[config.mk]
export PLATFORM = sky130hd
export DESIGN_NAME = fdct_mac_accum
export DESIGN_NICKNAME = d
export VERILOG_FILES = /design/src/rtl/fdct_pkg.sv /design/src/rtl/fdct_mac_accum_param_mult.sv /design/src/rtl/fdct_mac_accum.sv
export SDC_FILE = /design/constraint.sdc
export NUM_CORES = 1
export LEC_CHECK = 0
export CAP_MARGIN = 20
export CORE_UTILIZATION = 35
export CTS_BUF_LIST = sky130_fd_sc_hd__clkbuf_4
export CTS_CLUSTER_SIZE = 14
export DETAILED_ROUTE_END_ITERATION = 16
export SLEW_MARGIN = 20
export SYNTH_ARGS = -nofsm -noshare
export SYNTH_HDL_FRONTEND = slang
export SYNTH_SLANG_ARGS = --single-unit
[constraint.sdc]
create_clock -name clk -period 16 [get_ports clk]
set_input_delay 4 -clock clk [delete_from_list [all_inputs] [get_ports clk]]
set_output_delay 4 -clock clk [all_outputs]
set_load 0.02 [all_outputs]
[src/rtl/fdct_pkg.sv]
// Shared constants and helpers for the 1-D FDCT row/column datapath stages.
package fdct_pkg;

  localparam int DCT_WIDTH     = 8;
  localparam int DCT_SHIFT     = 7;
  localparam int DCT_OUT_WIDTH = 12;

  // Accumulator width: full product width plus growth for summing terms.
  function automatic int acc_width(input int width, input int terms);
    return 2 * width + $clog2(terms);
  endfunction

  function automatic logic signed [63:0] sat_signed(input logic signed [63:0] x,
                                                    input int                 out_w);
    logic signed [63:0] hi;
    logic signed [63:0] lo;
    hi = (64'sd1 <<< (out_w - 1)) - 64'sd1;
    lo = -(64'sd1 <<< (out_w - 1));
    if (x > hi) return hi;
    if (x < lo) return lo;
    return x;
  endfunction

endpackage

[src/rtl/fdct_mac_accum_param_mult.sv]
// Combinational signed multiplier used ahead of the MAC product register.
module param_mult #(
  parameter int WIDTH = 8
) (
  input  logic signed [WIDTH-1:0]   a,
  input  logic signed [WIDTH-1:0]   b,
  output logic signed [2*WIDTH-1:0] p
);

  assign p = a * b;

endmodule

[src/rtl/fdct_mac_accum.sv]
// FDCT multiply-accumulate stage: registered products summed TERMS at a time,
// then rounded, scaled and saturated into a valid/ready coefficient stream.
module fdct_mac_accum
  import fdct_pkg::*;
#(
  parameter int WIDTH     = DCT_WIDTH,
  parameter int TERMS     = 8,
  parameter int SHIFT     = DCT_SHIFT,
  parameter int OUT_WIDTH = DCT_OUT_WIDTH
) (
  input  logic                        clk,
  input  logic                        reset,
  input  logic signed [WIDTH-1:0]     in_sample,
  input  logic signed [WIDTH-1:0]     in_coef,
  input  logic                        in_valid,
  output logic                        in_ready,
  output logic signed [OUT_WIDTH-1:0] out_data,
  output logic                        out_valid,
  input  logic                        out_ready
);

  localparam int ACC_W   = acc_width(WIDTH, TERMS);
  localparam int CNT_W   = $clog2(TERMS);
  localparam int RND_POS = (SHIFT > 0) ? SHIFT - 1 : 0;
  localparam logic [CNT_W-1:0] LAST_CNT = CNT_W'(TERMS - 1);
  localparam logic signed [ACC_W:0] RND_ADD =
    (SHIFT > 0) ? (ACC_W + 1)'(64'd1 << RND_POS) : '0;

  logic [CNT_W-1:0]            in_cnt;
  logic signed [2*WIDTH-1:0]   prod;
  logic signed [2*WIDTH-1:0]   p_reg;
  logic                        p_vld;
  logic                        p_last;
  logic signed [ACC_W-1:0]     acc;
  logic signed [ACC_W-1:0]     sum;
  logic signed [ACC_W:0]       rnd_full;
  logic signed [ACC_W:0]       shifted;
  logic signed [OUT_WIDTH-1:0] sat_val;
  logic                        stall;
  logic                        consume;
  logic                        xfer;
  logic                        load;

  param_mult #(.WIDTH(WIDTH)) u_mult (
    .a (in_sample),
    .b (in_coef),
    .p (prod)
  );

  // Only a last term with nowhere to put its result blocks the pipe.
  assign stall    = p_vld && p_last && out_valid && !out_ready;
  assign consume  = p_vld && !stall;
  assign in_ready = !stall;
  assign xfer     = in_valid && in_ready;
  assign load     = consume && p_last;

  assign sum      = acc + {{(ACC_W - 2*WIDTH){p_reg[2*WIDTH-1]}}, p_reg};
  assign rnd_full = {sum[ACC_W-1], sum} + RND_ADD;
  assign shifted  = rnd_full >>> SHIFT;
  assign sat_val  = OUT_WIDTH'(sat_signed(64'(shifted), OUT_WIDTH));

  always_ff @(posedge clk) begin
    if (reset) begin
      in_cnt    <= '0;
      p_reg     <= '0;
      p_vld     <= 1'b0;
      p_last    <= 1'b0;
      acc       <= '0;
      out_data  <= '0;
      out_valid <= 1'b0;
    end else begin
      if (xfer) begin
        p_reg  <= prod;
        p_vld  <= 1'b1;
        p_last <= (in_cnt == LAST_CNT);
        in_cnt <= (in_cnt == LAST_CNT) ? '0 : in_cnt + 1'b1;
      end else if (consume) begin
        p_vld <= 1'b0;
      end

      if (consume && !p_last) begin
        acc <= sum;
      end

      if (load) begin
        acc       <= '0;
        out_data  <= sat_val;
        out_valid <= 1'b1;
      end else if (out_valid && out_ready) begin
        out_valid <= 1'b0;
      end
    end
  end

endmodule

==> reports/qor.yml, run 1 <==
global_routing:
  grt_usage_pct: 15.8
  grt_max_degree: 29
logic_synthesis:
  mux_share_pct: 0.377
  common_cells: "nand2_1, inv_1, fa_1, a21oi_1, dfxtp_1"
  ys_chip_area_um2: 5640
  edf_count: 0
die:
  core_area_um2: 15800
  tap_cells: 216
finish:
  fin_util_pct: 39.3
  largest_class: "combinational gates"
  non_clock_buffer_area_share_pct: 5.31
sta:
  tightest_slew_ns: 0.987
worst_setup_path:
  path_common_cell: "clkdlybuf4s50_1"
  start_kind: "input port"
  reg2reg_depth: 12
  crit_cells: 5
  worstPathRequired_ns: 12.00
clock_tree:
  cts_tree: "built"
  cts_setup_buffers: 0
hold_path:
  hp-class: "reg -> reg"
power_and_ir_drop:
  power.total_w: 0.000656
routing:
  dr_wl_met2_mm: 5.36
  drc_errors: 0
status:
  status: "complete, no violations"
run_1/cell_classes.png
Scale: 4 px per um. Fill, decap, tap and diode cells in gray.
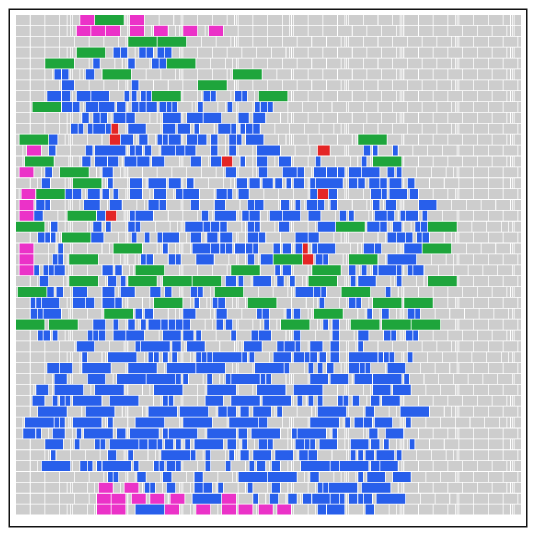
green -> flip-flops  # cells 53, share of their area 18%
red -> clock drivers and dummy loads  # cells 8, share of their area 0.93%
magenta -> other buffers and delay cells  # cells 33, share of their area 5.6%
blue -> all other logic  # cells 601, share of their area 76%

run_1/final_congestion.png
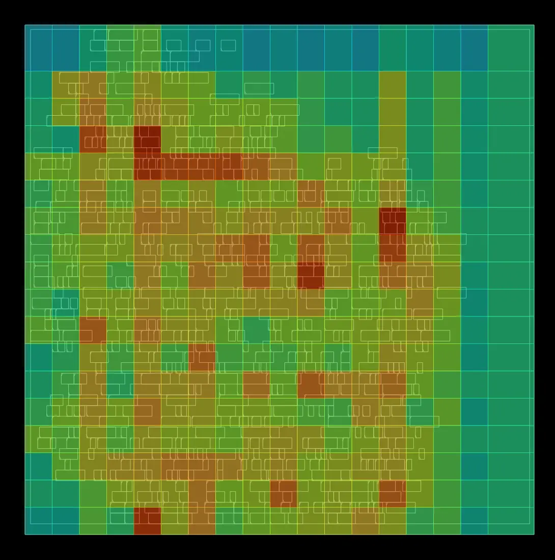
GR Util met1: 22.4%
Most Used Layer, Global Route: met2
met2 usage: 26.2%

run_1/clock_map.png
Scale: 4 px per um.
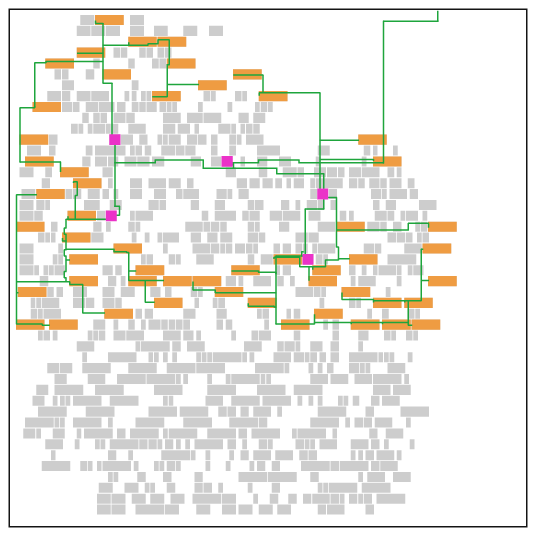
green -> clock wires  # length 807 um
orange -> flip-flops  # count 53
magenta -> cells driving clock nets  # count 5
routed clock nets = 6
worst skew pair latency: 0.39 ns
Clock power frac: 9.7%
skew final: 0.00835 ns
clk pwr: 0.0000636 W

==> run 1 -> run 2 <==
Clock period 16 ns to 9.81 ns, I/O delays scaled along.
==> run 2 against run 1 <==
  * Hold slack better by 0.0019 ns
  * Cell area up 0.42%
  * Via count down 1.5%
  * Largest power group unchanged
  * Global-route usage down 0.36 points
==> reports/qor.yml, run 2 <==
status:
  status: "complete, no violations"
logic_synthesis:
  common_cells: "nand2_1, inv_1, fa_1, a21oi_1, dfxtp_1"
  ys_chip_area_um2: 5640
  yosysMostFrequentCell: "nand2_1"
  edf_count: 0
sta:
  final.setup_skew_ns: 0.00776
  tightest_slew_ns: 0.959
global_routing:
  grt_util_met1_pct: 21.5
  grt_max_degree: 29
  top_usage_layer: "met2"
  gr-usage-met2_pct: 26.5
  first_global_vias: 4533
  grt_usage_pct: 15.5
clock_tree:
  cts_setup_buffers: 0
  insertion_delay_ns: 0.38
  cts_buffer_depth: 2
worst_setup_path:
  worstSetupEndpoint: "p_reg[15]$_SDFFE_PP0P_"
  start_kind: "input port"
  path_common_cell: "inv_1"
  reg2reg_depth: 12
  crit_cells: 20
flow_run:
  cap_violations: 0
hold_path:
  hp-class: "reg -> reg"
die:
  initial_core_util_pct: 35.7
  tap_cells: 216
  core_area_um2: 15800
power_and_ir_drop:
  power_leader: "combinational logic"
  clkPwrFrac_pct: 11.7
  power.total_w: 0.00110
routing:
  drt_iter0_markers: 235
  dr_wl_met2_mm: 5.39
  drc_errors: 0
finish:
  non_clock_buffer_area_share_pct: 5.29
  fin_util_pct: 39.5
  clock_area_share_pct: 1.30
run_2/registers.png
Scale: 4 px per um.
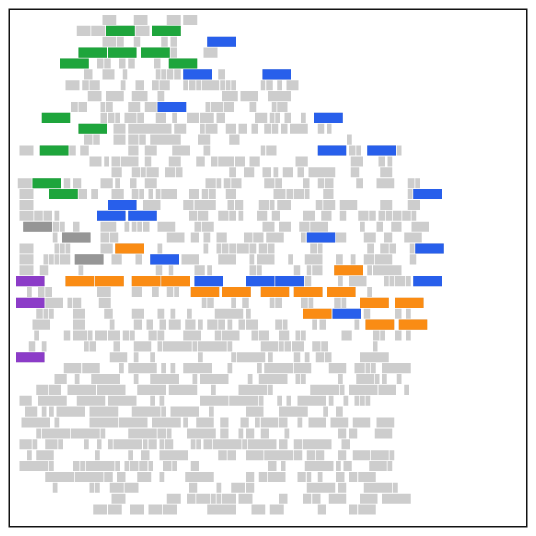
orange -> p_reg  # placed flops 16
blue -> acc  # placed flops 19
green -> out_data  # placed flops 12, where north-west
purple -> in_cnt  # placed flops 3

==> run 2 -> run 3 <==
Clock period 9.81 ns to 5.7 ns, I/O delays scaled along.
==> run 3 against run 2 <==
  * Clock skew increased by 0.0020 ns
  * Worst setup slack worse by 2.7 ns
  * Flip-flop count stayed put
  * Clock-buffer cell count unchanged
  * Sequential power grew 72%
  * Total power is 90% higher
  * Critical path depth fell by 4
  * Final cell count increased by 5.4%
  * Cell area increased by 6.7%
  * Routed wire length up 2.0%
  * Global-route usage up 0.29 points
  * First-iteration DRC count is 15% higher
  * Highest routed layer unchanged
  * Critical path type unchanged
==> reports/qor.yml, run 3 <==
logic_synthesis:
  yosysMostFrequentCell: "nand2_1"
  adder_share_pct: 31.0
  ys_chip_area_um2: 5640
  avgSynthCellArea_um2: 8.37
  edf_count: 0
  common_cells: "nand2_1, inv_1, fa_1, a21oi_1, dfxtp_1"
  ys_async_sr_fraction_pct: 0
  mux_share_pct: 0.377
worst_setup_path:
  worstPathRequired_ns: 6.01
  start_kind: "input port"
  worstSetupEndpoint: "p_reg[15]$_SDFFE_PP0P_"
  reg2reg_depth: 12
  crit_cells: 16
  path_common_cell: "fa_1"
die:
  initial_core_util_pct: 35.7
  core_area_um2: 15800
  tap_cells: 216
finish:
  non_clock_buffer_area_share_pct: 11.0
  fin_util_pct: 42.1
  largest_class: "combinational gates"
  clock_area_share_pct: 1.22
  largest_reg_flops: 19
  lay_top_count: "nand2_1"
  num-clock-buffers: 5
global_routing:
  grt_usage_pct: 15.8
  first_global_vias: 4618
  grt_util_met1_pct: 21.9
  grt_max_degree: 29
  met3_usage_pct: 2.00
  gr-usage-met2_pct: 26.7
  top_usage_layer: "met2"
status:
  status: "complete, no violations"
sta:
  tightest_slew_ns: 0.925
  setup_slack_ns: 0.151
flow_run:
  cap_violations: 0
clock_tree:
  insertion_delay_ns: 0.40
  cts_setup_buffers: 0
  cts_buffer_depth: 2
  cts_tree: "built"
power_and_ir_drop:
  power.total_w: 0.00208
  comb-power_w: 0.00141
routing:
  drc_errors: 0
  drt_iter0_markers: 271
run_3/clock_map.png
Scale: 4 px per um.
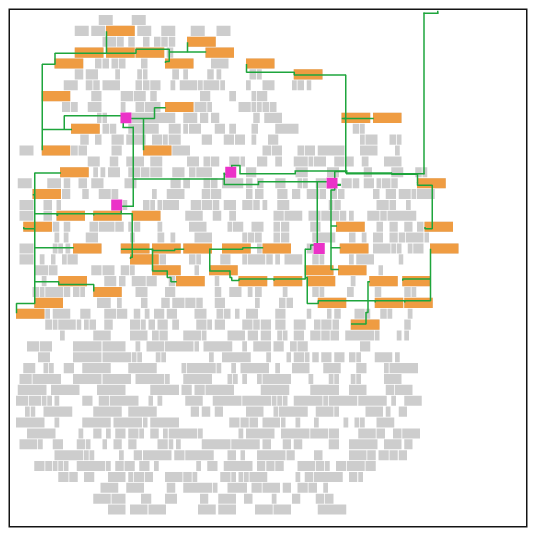
green -> clock wires  # length 742 um
magenta -> cells driving clock nets  # count 5
orange -> flip-flops  # count 53
routed clock nets = 6
Clock power frac: 10.6%
skew final: 0.00973 ns
clk pwr: 0.000221 W

Power figures rest on the tool's default switching activity, not on a simulated workload.
